==> config.mk <==
export PLATFORM = sky130hd
export DESIGN_NAME = mem_stage_lsu
export DESIGN_NICKNAME = d
export VERILOG_FILES = /design/src/rtl/mem_stage_lsu.sv
export SDC_FILE = /design/constraint.sdc
export NUM_CORES = 1
export LEC_CHECK = 0
export CAP_MARGIN = 40
export CORE_ASPECT_RATIO = 1.2
export CORE_UTILIZATION = 47
export DETAILED_ROUTE_END_ITERATION = 12
export GPL_ROUTABILITY_DRIVEN = 0
export PLACE_DENSITY = 0.87
export SLEW_MARGIN = 25
export SYNTH_ARGS = -nofsm -noshare
export SYNTH_HDL_FRONTEND = slang
export SYNTH_SLANG_ARGS = --single-unit
==> constraint.sdc <==
create_clock -name clk -period 3.9 [get_ports clk]
set_input_delay 0.78 -clock clk [delete_from_list [all_inputs] [get_ports clk]]
set_output_delay 0.78 -clock clk [all_outputs]
set_load 0.1 [all_outputs]
### Power grid, run 1

Bar = 20 µm. Pins as bars on the die edge.
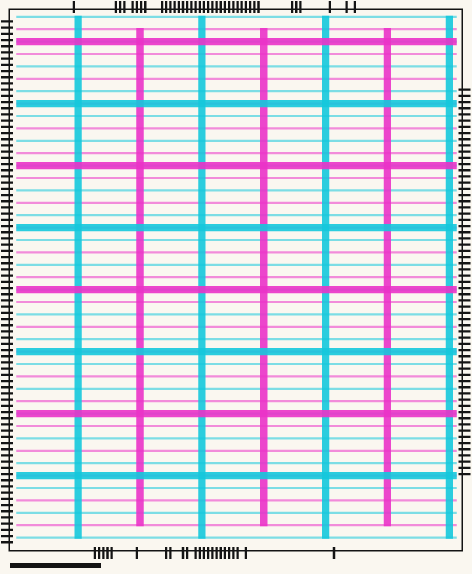
legend:
  cyan:
    net: VSS
  magenta:
    net: VDD
met4 straps: 7
met5 straps: 8
DIE WIDTH: 99.04 µm
Core ar.: 11040 µm²
Die H: 118.5 µm

### M2 wires, run 1

Bar = 20 µm.
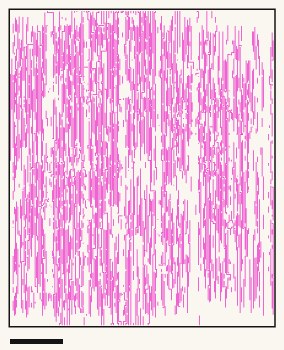
wire length on this layer: 12100 µm
nets with wire on the layer: 912
main direction: vertical
Detailed Route WL: 24600 µm
met2 usage: 72.38%
Vias: 6151

### Clock nets, run 1

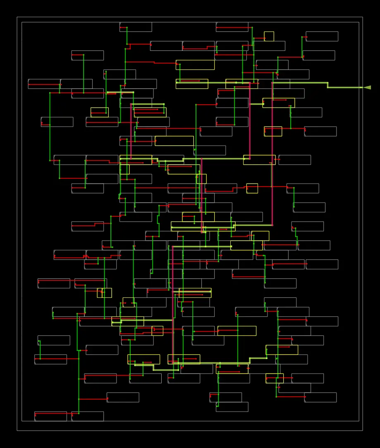
flop count: 116
Clock Skews: 0.01086 ns
clk_lat worst skew: 0.42 ns
Clock Sinks: 116

### Wiring by layer, run 1

Bar = 20 µm. Only two layers are drawn.
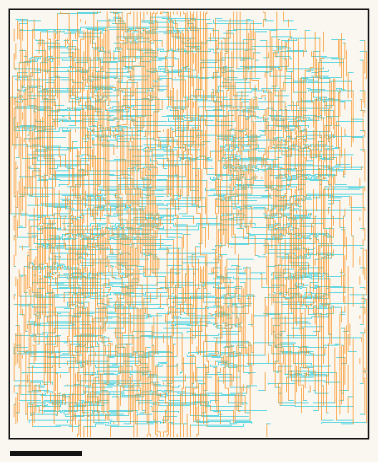
legend:
  cyan:
    layer: M1
    wire_length: 8000 µm
  orange:
    layer: M2
    wire_length: 12100 µm
wire per inst: 24.29 µm
Overall Global Routing Usage: 43.52%

==> flow_summary_export.csv, run 1 <==
group,metric,value,unit
run_status,status,"finished clean",
cells_and_area,syn_to_final_growth,87.61,%
clocking,cts_max_level,4,
critical_path,max_stage_delay,0.52,ns
min_path,hp-class,"in -> async",
synthesis,ys_types,49,
floorplanning,dieArea,11730,µm²
synthesis,ys_seq_share,54.65,%
critical_path,crit_family,"buffers and inverters",
final_timing,finalCriticalPeriod,2.729,ns
clocking,cts_tree,"built",
cells_and_area,fin_nets,973,
synthesis,synth.area.mux_share,6.196,%
route,first_pass_iters,5,
global_routing,antenna_found_initial,0,
synthesis,async_flop_share,100.0,%
critical_path,worst_ep_arrival_time,1.95,ns
final_timing,tns,0,ns
clocking,path_clk_slew,0.05,ns
critical_path,r2r_setup_slack,1.65,ns
critical_path,crit_type,"in -> out",
run,cap_violations,0,
synthesis,ys.flops,116,
placement,placed_cell_area,9268,µm²
cells_and_area,final_area,9965,µm²
synthesis,postSynthAreaPerCell,9.351,µm²
final_timing,grt_setup_unrepaired,"false",
final_timing,fmax,366.4,MHz
critical_path,r2r_cells,3,
route,drc,0,
global_routing,grt_overflow,0,
synthesis,edf_count,0,
final_timing,finalSetupViolCount,0,
critical_path,cpMaxStageDelayCell,"clkdlybuf4s50_1",
synthesis,synth_cells,568,
final_timing,worst_slew_pin_slew,0.7645,ns
synthesis,synthDominantCellAreaShare,54.65,%
clocking,cts_made_buffers,17,
route,viasPerCell,6.072,
critical_path,worst_setup_path_start_kind,"primary input",
synthesis,yosys.area_share.aoi,14.96,%
synthesis,synthAdderAreaFrac,0.2356,%
final_timing,drv_slew,0,
critical_path,cp.required,3.12,ns
synthesis,ys_area,5311,µm²
clocking,cts_buffer_depth,2,
final_timing,hold_violations,0,
critical_path,crit_path_max_fanout,3,
synthesis,logic_family,"simple AND/OR/NAND/NOR gates",
synthesis,ys.flop_type,"dfrtp_1",
synthesis,syn_area,5311,µm²
synthesis,ys_sh_simple,19.32,%
global_routing,grt_pass1_wl,37630,µm
cells_and_area,n_fill_cell,389,
synthesis,ys_cells,568,
clocking,ctsRootBufferMaster,"clkbuf_16",
run,warnings,27,
synthesis,largest_area_cell,"dfrtp_1",
critical_path,crit_cells,4,
route,drtIter0Drc,622,
placement,dp_hpwl,15850,µm
route,ant_nets,0,
synthesis,ys_warn_count,0,
critical_path,crit_buf_inv,2,
floorplanning,initCoreUtil,48.13,%
floorplanning,io_pins,209,
clocking,cts_resized,0,
==> run 1: layer usage <==
metal	GRT usage (%)	vias up	wire length [µm]
li1	-	2549	-
met1	46.24	2914	8003
met2	72.38	534	12080
met3	15.08	154	2764
met4	29.38	0	1759
met5	0	-	0
==> run 1: metrics by stage <==
stage / hold WS [ns] / cells / utilization, % / setup slack (ns)
6_report: 0.3244 / 1013 / 90.29 / 1.171
5_1_grt: 0.3177 / 1013 / 90.29 / 1.168
4_1_cts: 0.4876 / 1010 / 89.69 / 1.176
3_5_place_dp: 0.4713 / 978 / 83.98 / 0.9834
3_3_place_gp: 0.4577 / 877 / 67.52 / 1.233
2_1_floorplan: 0.4844 / 570 / - / 1.328
==> run 1: cell usage after synthesis, types with 6 or more instances <==
master,n
a21oi_1,16
a221o_1,10
a22o_1,9
buf_2,8
clkbuf_1,22
dfrtp_1,116
inv_1,8
mux2i_1,25
nand2_1,179
nor2_1,28
nor3_1,7
o21ai_0,54
o22ai_1,6
==> run 1: layout by cell type (no fill, tap or decap), drive strengths merged, types with 4 or more instances in the layout <==
cell           Yosys  layout
clkdlybuf4s50      0     203
nand2            179     179
dfrtp            116     116
buf               14     112
o21ai             58      58
nor2              29      29
mux2i             25      25
clkbuf            22      22
a21oi             17      17
a221o             10      10
a22o               9       9
inv                8       9
nor3               7       7
o22ai              6       6
nand3b             5       5
mux2               5       5
nand3              4       4
xor2               4       4
a221oi             4       4
o32ai              4       4
clkinvlp           0       4
o21a               4       4
a211o              4       4
==> run 1: kinds of logic after synthesis <==
group           after synthesis
simple gates                244
fa+ha+maj                     1
xor+xnor                      6
flops                       116
mux                          31
compound gates              124
other cells                   1
buf+inv                      45
==> run 1: layout make-up <==
class                           instances  area, µm²  share of cell area [%]
Timing Repair Buffer                  315       3988                   40.02
Sequential cell                       116       2903                   29.13
Multi-Input combinational cell        409       2245                   22.53
Clock buffer                           22      484.2                   4.859
Tap cell                              132      165.2                   1.657
Clock inverter                         10      146.4                   1.469
Inverter                                9      33.78                  0.3390
==> inputs of run 2 (changes only) <==
--- a/config.mk
+++ b/config.mk
@@ -7,10 +7,10 @@
 export LEC_CHECK = 0
 export CAP_MARGIN = 40
 export CORE_ASPECT_RATIO = 1.2
-export CORE_UTILIZATION = 47
+export CORE_UTILIZATION = 40
 export DETAILED_ROUTE_END_ITERATION = 12
 export GPL_ROUTABILITY_DRIVEN = 0
-export PLACE_DENSITY = 0.87
+export PLACE_DENSITY = 0.78
 export SLEW_MARGIN = 25
 export SYNTH_ARGS = -nofsm -noshare
 export SYNTH_HDL_FRONTEND = slang
==> constraint.sdc (replaced) <==
create_clock -name clk -period 2.5 [get_ports clk]
set_input_delay 0.5 -clock clk [delete_from_list [all_inputs] [get_ports clk]]
set_output_delay 0.5 -clock clk [all_outputs]
set_load 0.1 [all_outputs]
### Wiring by layer, run 2

Bar = 20 µm. Only two layers are drawn.
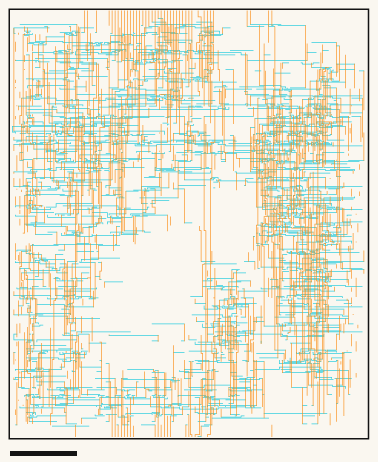
legend:
  orange:
    layer: M2
    wire_length: 7600 µm
  cyan:
    layer: M1
    wire_length: 6200 µm
Detailed Route WL: 15780 µm
Vias: 4990
Overall Global Routing Usage: 23.27%

==> flow_summary_export.csv, run 2 <==
group,metric,value,unit
run_status,status,"finished clean",
clocking,cts_max_level,4,
critical_path,worst_setup_path_start_kind,"flip-flop",
cells_and_area,layout_top_cell,"nand2_1",
final_timing,hold_slack,0.1909,ns
synthesis,ys_seq_share,54.65,%
placement,place_inst,916,
floorplanning,io_pins,209,
clocking,path_clk_slew,0.05,ns
clocking,cts_resized,0,
synthesis,ys_cells,568,
floorplanning,die_h,128.2,µm
clocking,ctsRootBufferMaster,"clkbuf_16",
final_timing,tns,0,ns
floorplanning,die-width,107.2,µm
critical_path,worst_ep_arrival_time,1.72,ns
final_timing,finalSetupViolCount,0,
clocking,cts_buffer_depth,2,
cells_and_area,logic_area,2245,µm²
final_timing,grt_setup_unrepaired,"false",
synthesis,synth_cells,568,
final_timing,drv_slew,0,
final_timing,layout_setup_ws,0.2815,ns
synthesis,ys_warn_count,0,
synthesis,edf_count,0,
critical_path,crit_path_max_fanout,5,
synthesis,async_flop_share,100.0,%
route,viasPerCell,5.264,
critical_path,r2r_setup_slack,0.59,ns
route,drtIter0Drc,241,
final_timing,skew,0.01860,ns
clocking,cts_tree,"built",
floorplanning,initCoreUtil,41.56,%
cells_and_area,final_util,61.72,%
critical_path,cp.required,2.00,ns
clocking,clock_sinks,116,
cells_and_area,lay_top_cells,"nand2_1, dfrtp_1, buf_4, clkdlybuf4s50_1, o21ai_0",
synthesis,synthDominantCellAreaShare,54.65,%
cells_and_area,n_fill_cell,1057,
run,cap_violations,0,
cells_and_area,fin_nets,876,
min_path,hp-class,"in -> async",
global_routing,first_global_vias,5032,
global_routing,antenna_found_initial,0,
final_timing,fmax,450.8,MHz
synthesis,ys_area,5311,µm²
placement,placed_cell_area,7316,µm²
run,warnings,28,
placement,portBuffers,205,
synthesis,postSynthAreaPerCell,9.351,µm²
route,first_pass_iters,5,
placement,dp_hpwl,11340,µm
critical_path,r2r_cells,5,
synthesis,synth.top_cells.by_count,"nand2_1, dfrtp_1, o21ai_0, nor2_1, mux2i_1",
synthesis,syn_area,5311,µm²
clocking,insertion_delay,0.41,ns
global_routing,grt_overflow,0,
synthesis,largest_area_cell,"dfrtp_1",
final_timing,finalCriticalPeriod,2.218,ns
route,wl_per_cell,16.64,µm
route,drc,0,
final_timing,hold_violations,0,
cells_and_area,final_area,7889,µm²
synthesis,ys_types,49,
floorplanning,dieArea,13750,µm²
synthesis,ys.flop_type,"dfrtp_1",
route,ant_nets,0,
placement,place_worst_setup_slack,0.1667,ns
cells_and_area,flop_area,2903,µm²
synthesis,ys.flops,116,
clocking,cts_made_buffers,17,
final_timing,slew_headroom,57.15,%
cells_and_area,syn_to_final_growth,48.53,%
global_routing,grt_pass1_wl,24720,µm
run 2: netlist changes by cell type in the layout (fill, tap and decap cells not counted), sizes merged:
| cell | change |
|---|---|
| clkbuf | -1 |
| bufinv | -2 |
| clkdlybuf4s50 | -101 |
| clkinv | +1 |
| clkinvlp | +2 |
| buf | +4 |
run 2: per-layer routing:
layer | track usage, % | routed length (µm)
met3 | 7.067 | 1512
met1 | 26.99 | 6204
met2 | 39.17 | 7597
met4 | 11.12 | 461
met5 | 0 | 0
run 2: layout make-up:
type                       instances  area share [%]
timing repair buffer             218           24.46
clock inverter                    11           1.301
multi-input combinational        409           28.45
inverter                           9          0.4282
tap                              164           2.601
sequential                       116           36.80
clock buffer                      21           5.964
run 2: kinds of logic after synthesis:
kind of cell	Yosys count	share of synthesized area, %
other	1	0.07060
buffers and inverters	45	3.581
adder cells (fa/ha/maj)	1	0.2355
AND-OR/OR-AND	124	14.96
multiplexers	31	6.195
AND/OR/NAND/NOR	244	19.32
flip-flops	116	54.65
XOR/XNOR	6	0.9894
run 2: critical path, cell delays in order (launching register included):
cell     delay, ns
dfrtp_1       0.42
nor2_1        0.32
o21a_2        0.22
o21a_1        0.17
buf_12        0.18
